## config.mk

```make
export PLATFORM = sky130hd
export DESIGN_NAME = offset_field_stage
export DESIGN_NICKNAME = d
export VERILOG_FILES = /design/src/rtl/offset_field_stage.sv
export SDC_FILE = /design/constraint.sdc
export NUM_CORES = 1
export LEC_CHECK = 0
export CELL_PAD_IN_SITES_DETAIL_PLACEMENT = 1
export CELL_PAD_IN_SITES_GLOBAL_PLACEMENT = 1
export CORE_AREA = 5 5 112 114
export CTS_CLUSTER_SIZE = 14
export DETAILED_ROUTE_END_ITERATION = 8
export DIE_AREA = 0 0 117 119
export GPL_TIMING_DRIVEN = 0
export PLACE_DENSITY = 0.88
export SLEW_MARGIN = 20
export SYNTH_ARGS = -nofsm -noshare
export SYNTH_HDL_FRONTEND = slang
export SYNTH_SLANG_ARGS = --single-unit
```

## constraint.sdc

```tcl
create_clock -name clk -period 3 [get_ports clk]
set_input_delay 0.6 -clock clk [delete_from_list [all_inputs] [get_ports clk]]
set_output_delay 0.6 -clock clk [all_outputs]
set_load 0.05 [all_outputs]
```

## src/rtl/offset_field_stage.sv

```systemverilog
// Decode-side stage: classifies fetched instructions, extracts the offset field
// for sign_extender, and buffers them in a 2-entry skid FIFO.
module offset_field_stage #(
  parameter int DATA_W     = 16,
  parameter int SKID_DEPTH = 2
) (
  input  logic              clk,
  input  logic              reset_n,
  input  logic              in_valid,
  output logic              in_ready,
  input  logic [DATA_W-1:0] in_inst,
  input  logic [DATA_W-1:0] in_pc,
  input  logic              flush,
  output logic              out_valid,
  input  logic              out_ready,
  output logic [DATA_W-1:0] out_inst,
  output logic [DATA_W-1:0] out_pc,
  output logic [1:0]        out_class,
  output logic [DATA_W-1:0] ext_in,
  output logic [3:0]        msb_num,
  output logic              shift_first
);

  localparam logic [1:0] CLS_OTHER  = 2'd0;
  localparam logic [1:0] CLS_BL     = 2'd1;
  localparam logic [1:0] CLS_BRANCH = 2'd2;
  localparam logic [1:0] CLS_LDST   = 2'd3;
  localparam logic [1:0] DEPTH      = SKID_DEPTH[1:0];

  logic [DATA_W-1:0] inst_q  [SKID_DEPTH];
  logic [DATA_W-1:0] pc_q    [SKID_DEPTH];
  logic [DATA_W-1:0] ext_q   [SKID_DEPTH];
  logic [1:0]        cls_q   [SKID_DEPTH];
  logic [3:0]        msb_q   [SKID_DEPTH];
  logic              shift_q [SKID_DEPTH];
  logic              rd_ptr, wr_ptr;
  logic [1:0]        count;

  logic [DATA_W-1:0] ext_d;
  logic [1:0]        cls_d;
  logic [3:0]        msb_d;
  logic              shift_d;
  logic              accept, pop;

  assign in_ready  = (count < DEPTH);
  assign out_valid = (count != 2'd0);
  assign accept    = in_valid && in_ready;
  assign pop       = out_valid && out_ready;

  // Classification happens on the incoming word and is stored with the entry.
  always_comb begin
    cls_d   = CLS_OTHER;
    ext_d   = '0;
    msb_d   = 4'd15;
    shift_d = 1'b0;
    if (in_inst[15]) begin
      cls_d = CLS_LDST;
      ext_d = {9'b0, in_inst[13:7]};
      msb_d = 4'd6;
    end else if (in_inst[15:13] == 3'b000) begin
      cls_d   = CLS_BL;
      ext_d   = {3'b0, in_inst[12:0]};
      msb_d   = 4'd13;
      shift_d = 1'b1;
    end else if (in_inst[15:13] == 3'b001) begin
      cls_d   = CLS_BRANCH;
      ext_d   = {6'b0, in_inst[9:0]};
      msb_d   = 4'd10;
      shift_d = 1'b1;
    end
  end

  always_ff @(posedge clk or negedge reset_n) begin
    if (!reset_n) begin
      count  <= 2'd0;
      rd_ptr <= 1'b0;
      wr_ptr <= 1'b0;
      for (int i = 0; i < SKID_DEPTH; i++) begin
        inst_q[i]  <= '0;
        pc_q[i]    <= '0;
        ext_q[i]   <= '0;
        cls_q[i]   <= CLS_OTHER;
        msb_q[i]   <= 4'd0;
        shift_q[i] <= 1'b0;
      end
    end else if (flush) begin
      count  <= 2'd0;
      rd_ptr <= 1'b0;
      wr_ptr <= 1'b0;
      for (int i = 0; i < SKID_DEPTH; i++) begin
        inst_q[i]  <= '0;
        pc_q[i]    <= '0;
        ext_q[i]   <= '0;
        cls_q[i]   <= CLS_OTHER;
        msb_q[i]   <= 4'd0;
        shift_q[i] <= 1'b0;
      end
    end else begin
      if (accept) begin
        inst_q[wr_ptr]  <= in_inst;
        pc_q[wr_ptr]    <= in_pc;
        ext_q[wr_ptr]   <= ext_d;
        cls_q[wr_ptr]   <= cls_d;
        msb_q[wr_ptr]   <= msb_d;
        shift_q[wr_ptr] <= shift_d;
        wr_ptr          <= ~wr_ptr;
      end
      if (pop)
        rd_ptr <= ~rd_ptr;
      if (accept && !pop)
        count <= count + 2'd1;
      else if (pop && !accept)
        count <= count - 2'd1;
    end
  end

  // Data outputs read as zero whenever the buffer holds nothing.
  assign out_inst    = out_valid ? inst_q[rd_ptr]  : '0;
  assign out_pc      = out_valid ? pc_q[rd_ptr]    : '0;
  assign out_class   = out_valid ? cls_q[rd_ptr]   : 2'd0;
  assign ext_in      = out_valid ? ext_q[rd_ptr]   : '0;
  assign msb_num     = out_valid ? msb_q[rd_ptr]   : 4'd0;
  assign shift_first = out_valid ? shift_q[rd_ptr] : 1'b0;

endmodule

```

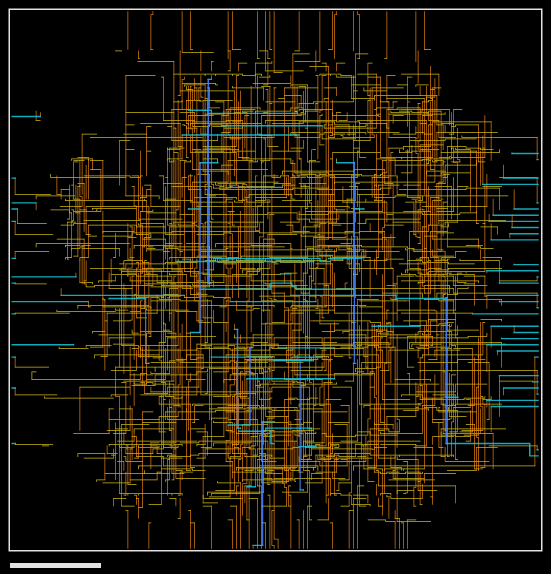
Figure 1: wiring by layer.
Bar = 20 µm.
Key: M3 = cyan [wire length 712 µm]; M4 = blue [wire length 267 µm]; M2 = orange [wire length 7480 µm]; M1 = yellow [wire length 6180 µm]
WL final: 14600 µm
post-DR wirelength/cell: 22.4 µm
GRT Util Overall: 21.5%

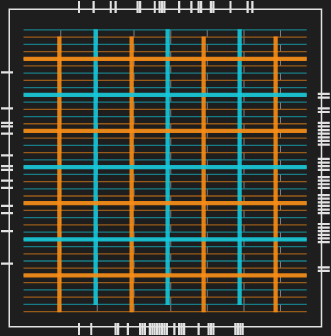
Figure 2: power grid.
Pins as bars on the die edge. Tap cells in gray.
Key: VSS = orange; VDD = cyan
143 tap cells. 7 straps on met4.
total core area: 0.0113 mm²
chip height: 119 µm

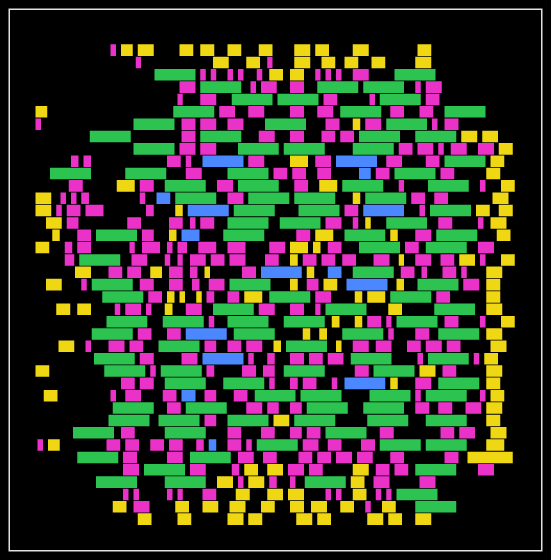
Figure 3: placement by cell class.
Key: remaining buffers and delay cells = yellow [cells 127]; clock drivers and dummy loads = blue [cells 15]; remaining logic cells = magenta [cells 260]; sequential cells = green [cells 108]
post-layout util: 54.8%
row count: 39

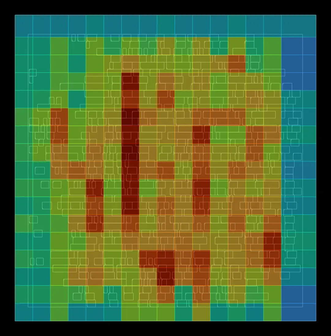
Figure 4: routing congestion map.
met2 Resource Use GR: 36.3%
M3 GR Usage: 2.74%
global route hottest layer: met2
met1 Use GR: 28.8%

==> results_slide.txt <==
Key Metrics from the Run

Worst setup path
  – Crit-path max FO: 10
  – Largest stage delay on the critical path: approximately 700 ps
  – WS Path Type: reg2out

STA
  – Relative slew slack: around 26%
  – Worst-Margin Slew: about 1100 ps
  – Setup TNS: 0 ps
  – Post-route minimum period: just under 3000 ps
  – Worst clock skew: about 7.4 ps
  – Hold slack: 193 ps

Pwr
  – P_comb: about 0.00058 W
  – Reg power frac: between 40% and 50%

Outcome
  – Status: completed

Routing
  – DRC viols: 0
  – Via count: 3868

Clock network
  – Clock sinks: between 100 and 150

Synthesis
  – Yosys Warn Count: 0
  – Ys flop type: dfrtp_1
  – Cell variety after synth: 30
  – Count leader, synth: dfrtp_1

Placement
  – Dpl cell area: approximately 0.0060 mm²
  – I/O Buffers: 89
  – DPL Wire Length: between 10000 and 15000 µm
Power figures rest on the tool's default switching activity, not on a simulated workload.
